==> images/power_grid.png <==
The bar under the picture is 20 um long. Pins as bars on the die edge. Tap cells in gray.
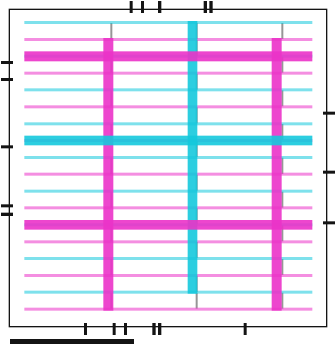
==> images/placement_by_type.png <==
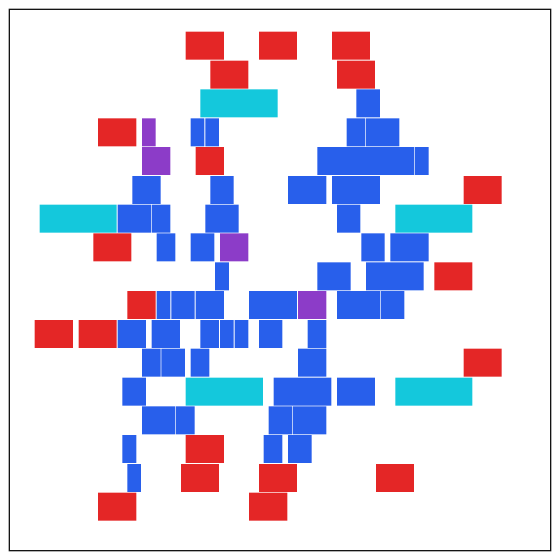
==> config.mk <==
export PLATFORM = sky130hd
export DESIGN_NAME = t_ff_sync_counter
export DESIGN_NICKNAME = d
export VERILOG_FILES = /design/src/rtl/t_ff_counter_pkg.sv /design/src/rtl/t_ff_cell.sv /design/src/rtl/t_ff_sync_counter.sv
export SDC_FILE = /design/constraint.sdc
export NUM_CORES = 1
export LEC_CHECK = 0
export CAP_MARGIN = 20
export CORE_MARGIN = 2
export CORE_UTILIZATION = 25
export DETAILED_ROUTE_END_ITERATION = 8
export GPL_ROUTABILITY_DRIVEN = 0
export PLACE_DENSITY_LB_ADDON = 0.1
export SYNTH_ARGS = -nofsm -noshare
export SYNTH_HDL_FRONTEND = slang
export SYNTH_SLANG_ARGS = --single-unit
==> constraint.sdc <==
create_clock -name Clk_In -period 4 [get_ports Clk_In]
set_clock_uncertainty 0.2 [all_clocks]
set_input_delay 0.8 -clock Clk_In [delete_from_list [all_inputs] [get_ports Clk_In]]
set_output_delay 0.8 -clock Clk_In [all_outputs]
set_load 0.02 [all_outputs]
==> metrics.yaml <==
critical_path:
  required_ns: 3.00
  crit_type: "in -> out"
  startpoint_type: "primary input"
  cpMaxStageDelayCell: "clkdlybuf4s50_1"
  crit_family: "buffers and inverters"
  crit_chain: "clkdlybuf4s50_1, and3_1, o21ai_2, o21ai_0, o21ai_0, clkdlybuf4s50_1"
  worstSetupEndpointType: "primary output"
  crit_fanout: 8
cts:
  cts_setup_buffers: 0
  cts_resized: 0
  clk_pin_slew_ns: 0.05
  h-tree-depth: 1
  cts_buffers: 3
floorplanning:
  die-area_um2: 2599
finish:
  n_all_inverters: 5
  fillers: 239
  diodes: 0
  register_area_um2: 100.1
  comb_cells: 45
synth:
  synthSimpleGateAreaFrac: 0.2766
  enable_flop_cells: 0
  top_area_frac: 0.1814
  netlist_instances: 66
  async_reset_ff_frac: 0
  synthTopCellsByCount: "buf_4 (8), dfxtp_1 (5), inv_1 (5)"
  xor_share: 0.06349
  ff_type: "dfxtp_1"
  ys_cells: 66
  avgSynthCellArea_um2: 8.360
  yosys.cell_types.count: 33
  yosys_area_um2: 551.8
sta:
  slew_violations: 0
  fin_crit_ns: 3.697
  setup_viol: 0
  fin_hold_ws_ns: 0.3941
  fin_crit_sh: 0.9244
  finalSetupTns_ns: 0
  relSlewSlack: 0.7277
  rsz0062_at_grt: "no"
  timing.fmax_mhz: 270.5
  tightestPinTransition_ns: 0.4079
routing:
  wl_met2_um: 542
  drc: 0
  drt_pre_antenna_iters: 4
  routed_wl_um: 1195
  via_per_inst: 4.710
  met1_length_um: 592
run_status:
  status: "finished, final reports clean"
pwr:
  pwr-share-comb: 0.418
  powerDensity_nw_per_um2: 325.2
  p_int_w: 0.0001466
  p_clk_w: 0.0000624
  swShare: 0.3756
global_routing:
  grt_pass1_vias: 453
  grt_busiest_layer: "met2"
  antenna_found_initial: 0
  grt_pass1_wl_um: 2014
  grt_overflow: 0
  grt_max_degree: 13
run:
  warnings: 26
  drv_cap: 0
placement:
  place_ws_ns: 0.2939
  io_buffers: 18
About power_grid.png:
- cyan: VDD
- magenta: VSS
- met4 straps: 3
- tap cells: 28
- met5 straps: 3
- met1 rails: 18
VDD IR-drop max: 0.1188 mV
Die Y: 50.98 um
core region area: 2148 um2
Die Width: 50.98 um

About placement_by_type.png:
- purple: clock drivers and dummy loads (cells 4; share of their area 3.8%)
- red: other buffers and delay cells (cells 20; share of their area 28%)
- blue: combinational and other logic (cells 50; share of their area 53%)
- cyan: flops (cells 5; share of their area 15%)
design area: 721.9 um2
Seq/total area: 0.1386
fin util: 0.3361
# rows: 17

layout by cell type (no fill, tap or decap):
cell type,netlist,layout
dfxtp_1,5,5
nand2b_1,2,2
nor3_1,4,4
clkdlybuf4s50_1,0,18
o21ai_0,3,3
o31a_1,1,1
nor2b_1,2,2
a21boi_2,1,1
o21ai_2,1,1
clkbuf_1,1,1
nand2_1,1,1
a31oi_1,1,1
o2bb2ai_2,2,2
mux2i_1,2,2
xnor2_1,4,4
nor2_1,3,3
ha_1,1,1
and4_2,1,1
nor3b_1,1,1
a211oi_2,1,1
nor4_1,2,2
o31ai_1,1,1
and2_1,1,1
o21a_1,2,2
a21oi_1,1,1
and3_1,1,1
o22ai_1,1,1
buf_4,8,2
or3_1,2,2
or2b_1,1,1
clkbuf_4,0,3
inv_1,5,5
nor4bb_4,1,1
nand3_1,1,1
Power is estimated from default activity; no workload was simulated.
